==> config.mk <==
export PLATFORM = sky130hd
export DESIGN_NAME = pooling_layer_row_packer_flat
export DESIGN_NICKNAME = d
export VERILOG_FILES = /design/src/rtl/pooling_layer_row_packer_pkg.sv /design/src/rtl/pooling_layer_row_packer_if.sv /design/src/rtl/pooling_layer_row_packer_hold_reg.sv /design/src/rtl/pooling_layer_row_packer.sv /design/src/flat_wrapper.sv
export SDC_FILE = /design/constraint.sdc
export NUM_CORES = 1
export LEC_CHECK = 0
export ABC_AREA = 0
export CORE_ASPECT_RATIO = 1.5
export CORE_MARGIN = 2
export CORE_UTILIZATION = 40
export DETAILED_ROUTE_END_ITERATION = 10
export DONT_BUFFER_PORTS = 1
export SYNTH_ARGS = -nofsm -noshare
export SYNTH_HDL_FRONTEND = slang
export SYNTH_SLANG_ARGS = --single-unit
==> constraint.sdc <==
create_clock -name clk -period 14.5 [get_ports clk]
set_input_delay 2.175 -clock clk [delete_from_list [all_inputs] [get_ports clk]]
set_output_delay 2.175 -clock clk [all_outputs]
set_load 0.02 [all_outputs]
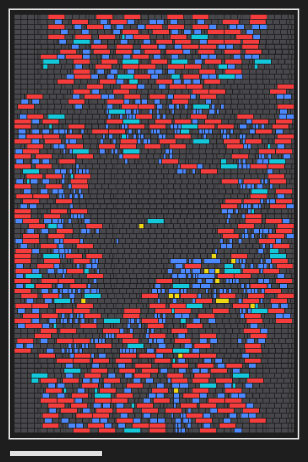
Figure 1: cells colored by class.
Scale bar: 50 um. Fill, decap, tap and diode cells in gray.
Key: remaining logic cells = blue [cells 593, share of their area 32%]; clock drivers and dummy loads = cyan [cells 68, share of their area 8.0%]; remaining buffers and delay cells = yellow [cells 13, share of their area 0.73%]; sequential cells = red [cells 359, share of their area 60%]
fin util: 0.4479
sequential cell area share: 0.5748

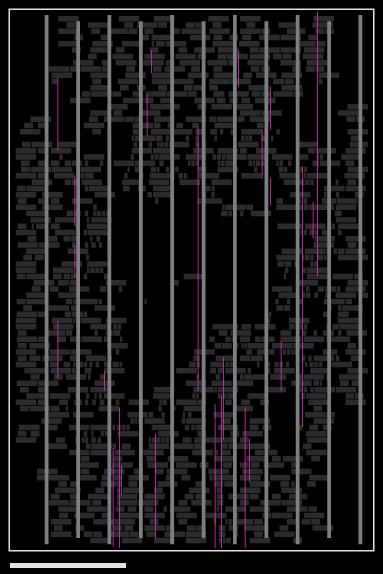
Figure 2: met4 routing.
Scale bar: 50 um. Supply wires on this layer in gray.
The wires run mostly vertical. The layer carries 970 um of wire. The layer holds 2.8% of the routed length. The longest straight run is 114 um.
via count: 8391
WL final: 34950 um

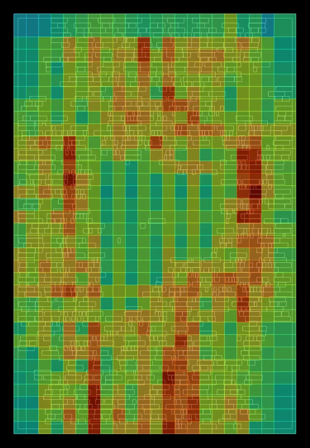
Figure 3: routing congestion map.
GRT busiest layer: met2
Avg WL per Cell: 23.21 um

==> impl_metrics.tcl <==
# flow metrics
set metrics [dict create \
    slew_headroom 0.2392 \
    io_pins 236 \
    status "finished clean" \
    grt_start_max_net_pins 163 \
    syn_avg_cell_area_sq_um 13.58 \
    grt_pass1_wl_um 53020 \
    p_leak_nw 7.211 \
    comb_cells 589 \
    clk_latency_ps 530 \
    path_cells "nand2_1 -> nor4_1" \
    xor_area_frac 0.0006231 \
    avgViaCountPerCell 5.572 \
    min_path_cells 1 \
    fp_util 0.4028 \
    critPathMaxStageDelay_ps 740 \
    cp-end-kind "output port" \
    ys_top_logic_family "multiplexers" \
    required_ps 12320 \
    tritoncts "done" \
    cts_sinks 359 \
    min_period_ps 5166 \
    place.gp.congestion 0.7206 \
    grtUsageMet1 0.2274 \
    worst-slew-pin-transition_ps 1139 \
    place_ws_ps 9338 \
    setup_ws_ps 9334 \
    slew_violations 0 \
    antennaDiodeCount 0 \
    yosys_area_sq_um 14060 \
    dp_hpwl_um 20860 \
    syn_inst 1035 \
    seqPwrFrac 0.522 \
    post-cts-setup-buffers 0 \
    drt_iter0_drc 536 \
    largest_class "sequential cells" \
    r2r_cells 7 \
    route.met2.wl_um 18100 \
    nNonClkInverters 4 \
]
